==> config.mk <==
export PLATFORM = sky130hd
export DESIGN_NAME = argmax_collect
export DESIGN_NICKNAME = d
export VERILOG_FILES = /design/src/rtl/argmax_collect_pkg.sv /design/src/rtl/argmax_collect.sv
export SDC_FILE = /design/constraint.sdc
export NUM_CORES = 1
export LEC_CHECK = 0
export CAP_MARGIN = 40
export CORE_MARGIN = 8
export CORE_UTILIZATION = 47
export DETAILED_ROUTE_END_ITERATION = 7
export GPL_TIMING_DRIVEN = 0
export PLACE_DENSITY = 0.81
export SYNTH_ARGS = -nofsm -noshare
export SYNTH_HDL_FRONTEND = slang
export SYNTH_SLANG_ARGS = --single-unit
==> constraint.sdc <==
create_clock -name clk -period 19.8 [get_ports clk]
set_input_delay 1.98 -clock clk [delete_from_list [all_inputs] [get_ports clk]]
set_output_delay 1.98 -clock clk [all_outputs]
set_load 0.02 [all_outputs]
Fig. 1: run 1, gate-type map
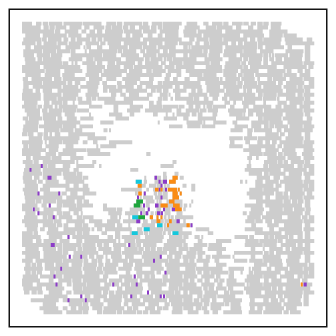
[orange] NOR gates | cells: 26 | most used: nor2_1 | where: centre
[purple] NAND gates | cells: 56 | most used: nand2_1
[green] adder and majority cells | cells: 3 | most used: ha_1
[cyan] multiplexers | cells: 6 | most used: mux2_2
non-filler instance count after layout: 2526
multi-input combinational area share: 0.195
highest-count logic cell in the final layout: sky130_fd_sc_hd__clkdlybuf4s50_1

Fig. 2: run 1, cells coloured by class
Bar = 50 um. Fill, decap, tap and diode cells in grey.
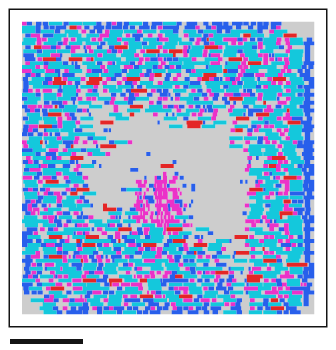
[blue] other buffers and delay cells | cells: 724 | share of their area: 24%
[red] clock drivers and dummy loads | cells: 90 | share of their area: 6.6%
[magenta] all other logic | cells: 657 | share of their area: 20%
[cyan] flops | cells: 523 | share of their area: 49%
Core Area: 40500 um^2
cell row count: 74
share of the final layout cell area in sequential cells: 0.479
post-route core utilization: 0.675

Fig. 3: run 1, metal 2
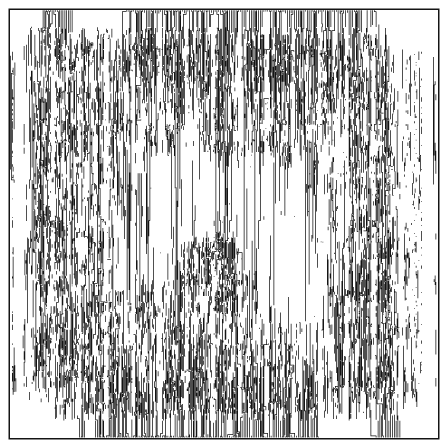
share of all routed wire: 47%
main direction: vertical
wire length on this layer: 34.3 mm
longest straight run: 104 um
nets with wire on the layer: 1888
met2 capacity usage during global routing: 0.475
drt total wl: 73.1 mm

==> results.sh, run 1 <==
# flow metrics
export IMPL_critical_path_buf_inv_count=3
export IMPL_rsz0062_at_grt="no"
export IMPL_hold_path_class="reg2reg"
export IMPL_post_synth_num_cell_types=39
export IMPL_ctsResizeCount=0
export IMPL_cell_at_the_slowest_stage_of_the_critical_path="sky130_fd_sc_hd__clkdlybuf4s50_1"
export IMPL_number_of_global_route_vias_before_repair=16003
export IMPL_drv_slew=0
export IMPL_drc_errors=0
export IMPL_yosysSeqAreaShare=0.686
export IMPL_yosys_stat_cells=1331
export IMPL_detail_route_first_pass_iterations=5
export IMPL_synth_edff_count=0
export IMPL_synth_nets=1371
export IMPL_synth_dominant_cell_count="sky130_fd_sc_hd__dfrtp_1"
export IMPL_global_route_wire_length_before_repair_mm=107
export IMPL_grt_antenna_before_repair=4
export IMPL_synth_flop_count=523
export IMPL_nets=1998
export IMPL_die_footprint_um2=47300
export IMPL_reg2reg_depth=10
export IMPL_num_antenna_cells=0
export IMPL_netSwitchingFraction=0.272
export IMPL_starting_drt_drc_count=1368
export IMPL_irDropWorstVdd_mv=0.0805
export IMPL_max_cap_violations=0
export IMPL_synth_to_layout_area_growth_pct=43.2
export IMPL_synth_top_cells_by_count="sky130_fd_sc_hd__dfrtp_1, sky130_fd_sc_hd__a22o_1, sky130_fd_sc_hd__clkbuf_1"
export IMPL_powerDensity_nw_per_um2=97.4
export IMPL_worstSetupPathType="in2out"
export IMPL_worstPathCellList="clkdlybuf4s50_1 > nor2b_1 > buf_2 > nor2_1 > clkdlybuf4s50_1"
export IMPL_routedWlPerCell_um=28.9
export IMPL_chipHeight_um=217
export IMPL_synthCells=1331
export IMPL_finalClockSkew_ns=0.0134
export IMPL_yosys_area_top_type="sky130_fd_sc_hd__dfrtp_1"
export IMPL_hpwl_mm=52.2
export IMPL_io_pins=556
export IMPL_power_report_internal_total_uw=1940
export IMPL_group_with_the_largest_share_of_power="registers"
export IMPL_wl_met2_mm=34.3
export IMPL_share_comb_of_total_power=0.170
export IMPL_max_clock_freq_ghz=0.177
export IMPL_syn_area_per_cell_um2=14.3
export IMPL_worst_hold_path_num_cells=1
export IMPL_placed_area_um2=25500
export IMPL_clkSlewWorstSetupHoldPaths_ns=0.06
export IMPL_power_switching_uw=725
export IMPL_drt_vias_per_instance=6.14
export IMPL_warning_count=34
export IMPL_buffer_ports_inserted=555
export IMPL_stdcell_area_um2=27300
export IMPL_finalWorstPathRequiredPeriod_ns=5.66
export IMPL_final_critical_path_setup_slack_ns=14.14
export IMPL_tritoncts="built"
export IMPL_mappedNetlistArea_um2=19100
export IMPL_yosysChipArea_um2=19100
export IMPL_async_reset_ff_frac=1.00
export IMPL_post_synth_main_area_contributors="sky130_fd_sc_hd__dfrtp_1, sky130_fd_sc_hd__a22o_1, sky130_fd_sc_hd__o2bb2ai_1"
export IMPL_final_layout_size_suffix_gt1_frac=0.0792
export IMPL_met3_length_mm=7.59
export IMPL_clock_sink_count=523
export IMPL_power_clock_fraction=0.382
export IMPL_drtAntennaViolNets=0
export IMPL_maxSlewHeadroom=0.431
export IMPL_cp_max_fo=10
export IMPL_final_layout_fill_cell_count=2813
export IMPL_r2r_slack_ns=16.67
export IMPL_critical_path_max_stage_delay_ns=0.55
export IMPL_powerSeq_uw=1190
export IMPL_fp_utilization=0.471
export IMPL_outcome="complete, no violations"
export IMPL_grt_overflow_total=0
export IMPL_instance_count_on_the_critical_path=5
export IMPL_worst_margin_slew_ns=0.850
export IMPL_powerComb_uw=452
export IMPL_die_width_um=217
export IMPL_cts_buffers_inserted=52
export IMPL_clock_path_buffers=3
export IMPL_setup_viol=0
export IMPL_critical_path_endpoint_type="output pin"
export IMPL_cts_max_level=2
export IMPL_power_leakage_uw=0.0123
export IMPL_crit_path_frequent_cell="sky130_fd_sc_hd__clkdlybuf4s50_1"
export IMPL_vias=15517
export IMPL_top_area_frac=0.686
export IMPL_power_clock_total_uw=1020
export IMPL_largest_register_ffs=512
export IMPL_clock_latency_ns=0.58
export IMPL_place_gp_congestion=0.896
export IMPL_topRoutingLayerUsed="met5"
export IMPL_setup_slack_placement_ns=14.12
export IMPL_hold_buffers=0
export IMPL_grt_max_degree=132
export IMPL_cts_root_buf="sky130_fd_sc_hd__clkbuf_16"
export IMPL_grt_use_total=0.300
export IMPL_power_sequential_fraction=0.448
export IMPL_finalHoldViolations=0
export IMPL_place_inst=2436
export IMPL_arrival_ns=3.68
export IMPL_met1Wirelength_mm=27.4
export IMPL_worstSetupStartpointType="primary input"
export IMPL_postCtsSetupBuffers=0
export IMPL_critical_path_top_delay_family="buffers and inverters"
export IMPL_cp_required_ns=17.82
export IMPL_ys_warnings_count=0
export IMPL_ff_type="sky130_fd_sc_hd__dfrtp_1"
export IMPL_post_layout_period_usage=0.286
export IMPL_tns_ns=0
run 1: routing by layer:
| metal | GRT usage | up-vias |
|---|---|---|
| met5 | 0 | - |
| met4 | 0.152 | 4 |
| met3 | 0.0983 | 175 |
| met2 | 0.475 | 927 |
| met1 | 0.367 | 8074 |
| li1 | - | 6337 |
run 1: cell type report:
cell class / count / area [um^2] / share of cell area
inverters: 9 / 41.3 / 0.00151
clock buffers: 73 / 1540 / 0.0564
plain buffers: 151 / 634 / 0.0232
multi-input cells: 648 / 5330 / 0.195
repair buffers: 573 / 5790 / 0.212
clock inverters: 17 / 221 / 0.00811
well taps: 532 / 666 / 0.0244
flip-flops and latches: 523 / 13100 / 0.479
run 1: kinds of logic (layout without fill, tap and decap cells):
group,Yosys count,in the layout,share of synthesized area
AND/OR/NAND/NOR,92,92,0.0245
adder cells (fa/ha/maj),3,3,0.00197
XOR/XNOR,2,2,0.000919
AND-OR/OR-AND,545,545,0.248
multiplexers,6,6,0.00348
buffers and inverters,160,823,0.0350
flip-flops,523,523,0.686
run 1: cell usage in the layout (no fill, tap or decap), drive strengths merged, types with 3 or more instances in the layout:
master and instances:
nor2b 4, nor2 10, a32o 32, clkbuf 183, buf 59, nand2b 4, o2bb2ai 64, clkdlybuf4s50 555
nor3 6, ha 3, clkinv 8, a22o 419, bufinv 5, mux2 5, a21oi 7, a21o 3
inv 10, or3 5, o21ai 13, clkinvlp 3, dfrtp 523, nor4 4, nand2 49
run 1: per-stage QoR:
stage / utilization / hold WS [ns] / power, uW
floorplan: - / 0.597 / 1410
finish: 0.675 / 0.491 / 2660
global route: 0.675 / 0.506 / 2740
global placement: 0.625 / 0.471 / 1650
detailed placement: 0.631 / 0.473 / 1660
CTS: 0.675 / 0.490 / 2670
==> run 1 -> run 2 <==
- CORE_UTILIZATION: 47 -> 43
- PLACE_DENSITY: 0.81 -> 0.79
- clock period: 19.8 -> 4.95 ns (I/O delays scaled with it)
==> run 2 against run 1 <==
  * Utilization fell by 4.8 points
  * Non-clock buffer count rose by 10
  * Sequential cell count did not move
==> results.sh, run 2 <==
# flow metrics
export IMPL_outcome="complete, no violations"
export IMPL_arrival_ns=3.53
export IMPL_worst_margin_slew_ns=0.892
export IMPL_clock_latency_ns=0.60
export IMPL_chipHeight_um=227
export IMPL_yosysSeqAreaShare=0.686
export IMPL_routed_wl_mm=74.7
export IMPL_stdcell_count=2603
export IMPL_vias=15732
export IMPL_max_clock_freq_ghz=0.333
export IMPL_rsz0062_at_grt="no"
export IMPL_top_area_frac=0.686
export IMPL_tritoncts="built"
export IMPL_power_clock_total_uw=4200
export IMPL_row_count=77
export IMPL_group_with_the_largest_share_of_power="registers"
export IMPL_worstSetupPathType="reg2reg"
export IMPL_grt_max_degree=41
export IMPL_setup_viol=0
export IMPL_die_footprint_um2=51400
export IMPL_post_layout_period_usage=0.606
export IMPL_yosys_stat_cells=1331
export IMPL_critical_path_endpoint_type="flop"
export IMPL_largest_register_ffs=512
export IMPL_detail_route_first_pass_iterations=6
export IMPL_post_synth_main_area_contributors="sky130_fd_sc_hd__dfrtp_1, sky130_fd_sc_hd__a22o_1, sky130_fd_sc_hd__o2bb2ai_1"
export IMPL_cts_max_level=2
export IMPL_drt_vias_per_instance=6.04
export IMPL_synth_flop_count=523
export IMPL_cts_buffers_inserted=52
export IMPL_core_area_um2=44000
export IMPL_power_sequential_fraction=0.442
export IMPL_cp_required_ns=5.48
export IMPL_hold_buffers=0
export IMPL_synthCells=1331
export IMPL_final_layout_size_suffix_gt1_frac=0.0841
export IMPL_synth_edff_count=0
export IMPL_buffer_ports_inserted=555
export IMPL_power_switching_uw=2960
export IMPL_nets=2008
export IMPL_place_inst=2506
export IMPL_warning_count=29
export IMPL_powerDensity_nw_per_um2=391
export IMPL_synth_nets=1371
export IMPL_global_route_wire_length_before_repair_mm=108
export IMPL_irDropWorstVdd_mv=0.317
export IMPL_reg2reg_depth=10
export IMPL_post_synth_num_cell_types=39
export IMPL_ys_warnings_count=0
export IMPL_grt_antenna_before_repair=2
export IMPL_setup_slack_placement_ns=1.50
export IMPL_clock_path_buffers=3
export IMPL_maxSlewHeadroom=0.403
export IMPL_clkSlewWorstSetupHoldPaths_ns=0.07
export IMPL_final_hold_worst_slack_ns=0.383
export IMPL_place_gp_congestion=0.886
export IMPL_utilization=0.627
export IMPL_starting_drt_drc_count=1353
export IMPL_power_leakage_uw=0.0124
export IMPL_ff_type="sky130_fd_sc_hd__dfrtp_1"
export IMPL_syn_area_per_cell_um2=14.3
export IMPL_tns_ns=0
export IMPL_mappedNetlistArea_um2=19100
export IMPL_ctsResizeCount=0
export IMPL_drc_errors=0
export IMPL_cp_max_fo=10
export IMPL_highest_count_logic_cell_in_the_final_layout="sky130_fd_sc_hd__clkdlybuf4s50_1"
export IMPL_yosys_area_top_type="sky130_fd_sc_hd__dfrtp_1"
export IMPL_worstSetupStartpointType="flop"
export IMPL_power_report_internal_total_uw=7840
export IMPL_io_pins=556
export IMPL_placed_area_um2=25800
export IMPL_drv_slew=0
export IMPL_share_comb_of_total_power=0.170
export IMPL_powerSeq_uw=4770
export IMPL_grt_overflow_total=0
export IMPL_powerComb_uw=1840
export IMPL_number_of_global_route_vias_before_repair=15696
export IMPL_netSwitchingFraction=0.274
export IMPL_power_clock_fraction=0.389
export IMPL_r2r_slack_ns=1.95
export IMPL_async_reset_ff_frac=1.00
export IMPL_total_power_uw=10800
export IMPL_grt_use_total=0.282
export IMPL_cts_root_buf="sky130_fd_sc_hd__clkbuf_16"
export IMPL_finalWorstPathRequiredPeriod_ns=3.00
export IMPL_synth_top_cells_by_count="sky130_fd_sc_hd__dfrtp_1, sky130_fd_sc_hd__a22o_1, sky130_fd_sc_hd__clkbuf_1"
export IMPL_postCtsSetupBuffers=0
export IMPL_layout_top_cells="sky130_fd_sc_hd__clkdlybuf4s50_1, sky130_fd_sc_hd__dfrtp_1, sky130_fd_sc_hd__a22o_1, sky130_fd_sc_hd__clkbuf_1, sky130_fd_sc_hd__o2bb2ai_1"
export IMPL_fp_utilization=0.433
export IMPL_max_cap_violations=0
export IMPL_hold_path_class="in2async"
export IMPL_hpwl_mm=54.0
export IMPL_finalHoldViolations=0
export IMPL_drtAntennaViolNets=0
export IMPL_die_width_um=227
export IMPL_yosysChipArea_um2=19100
export IMPL_routedWlPerCell_um=28.7
export IMPL_synth_dominant_cell_count="sky130_fd_sc_hd__dfrtp_1"
-- run 2: logic make-up (layout without fill, tap and decap cells) --
| kind of cell | after synthesis | count (layout) | synth area share |
|---|---|---|---|
| adder cells (fa/ha/maj) | 3 | 3 | 0.00197 |
| XOR/XNOR | 2 | 2 | 0.000919 |
| flip-flops | 523 | 523 | 0.686 |
| other | 0 | 1 | 0 |
| buffers and inverters | 160 | 839 | 0.0350 |
| AND-OR/OR-AND | 545 | 545 | 0.248 |
| AND/OR/NAND/NOR | 92 | 92 | 0.0245 |
| multiplexers | 6 | 6 | 0.00348 |
-- run 2: routing by layer --
| metal | vias up | share of wire | global-route usage |
|---|---|---|---|
| met3 | 147 | 0.10 | 0.0908 |
| met2 | 928 | 0.47 | 0.447 |
| li1 | 6373 | - | - |
| met5 | - | 0.00017 | 0 |
| met1 | 8282 | 0.39 | 0.363 |
| met4 | 2 | 0.033 | 0.0975 |
-- run 2: area by class of cell --
type	instances	area, um^2
inverters	9	37.5
well taps	592	741
diodes	1	2.50
clock buffers	75	1520
flip-flops and latches	523	13100
fillers	3307	16400
clock inverters	21	300
repair buffers	583	5970
multi-input cells	648	5330
plain buffers	151	634
-- run 2: critical path: stages (launching register included) --
cell,delay (ns)
sky130_fd_sc_hd__dfrtp_1,0.35
sky130_fd_sc_hd__clkbuf_1,0.26
sky130_fd_sc_hd__clkbuf_1,0.35
sky130_fd_sc_hd__inv_1,0.15
sky130_fd_sc_hd__ha_1,0.29
sky130_fd_sc_hd__inv_1,0.17
sky130_fd_sc_hd__o21ai_0,0.12
sky130_fd_sc_hd__o21ai_1,0.37
sky130_fd_sc_hd__buf_4,0.24
sky130_fd_sc_hd__clkbuf_1,0.42
sky130_fd_sc_hd__a22o_1,0.22
Fig. 4: run 2, cells by drive strength
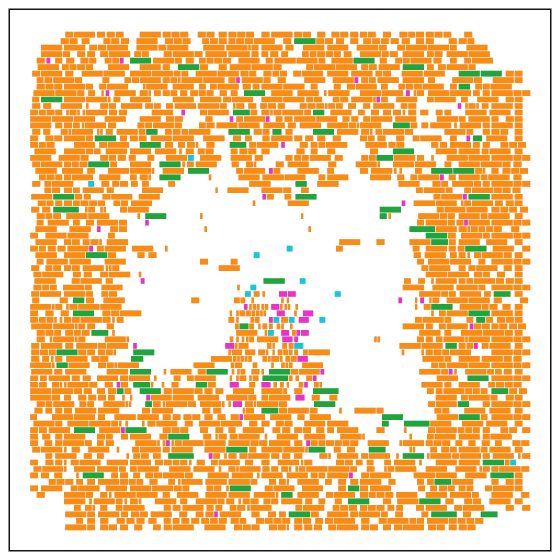
[green] drive 6 and up | cells: 95 | share: 4.7%
[cyan] drive 3 to 4 | cells: 14 | share: 0.70%
[orange] drive 1 or less | cells: 1841 | share: 92%
[magenta] drive 2 | cells: 60 | share: 3.0%
final worst slack: 1.95 ns
synth-to-layout area growth: 44.8%
Buffers, non-clock: 734
Layout Cell Area excl Fill: 27600 um^2

Fig. 5: run 2, clock wiring as the flow saved it
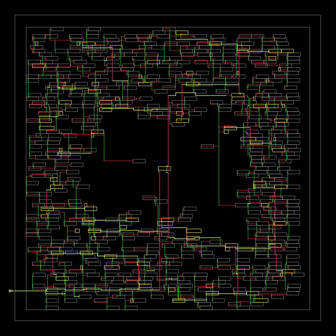
clock skew: 0.0220 ns
number of clock sinks: 523

Power figures rest on the tool's default switching activity, not on a simulated workload.
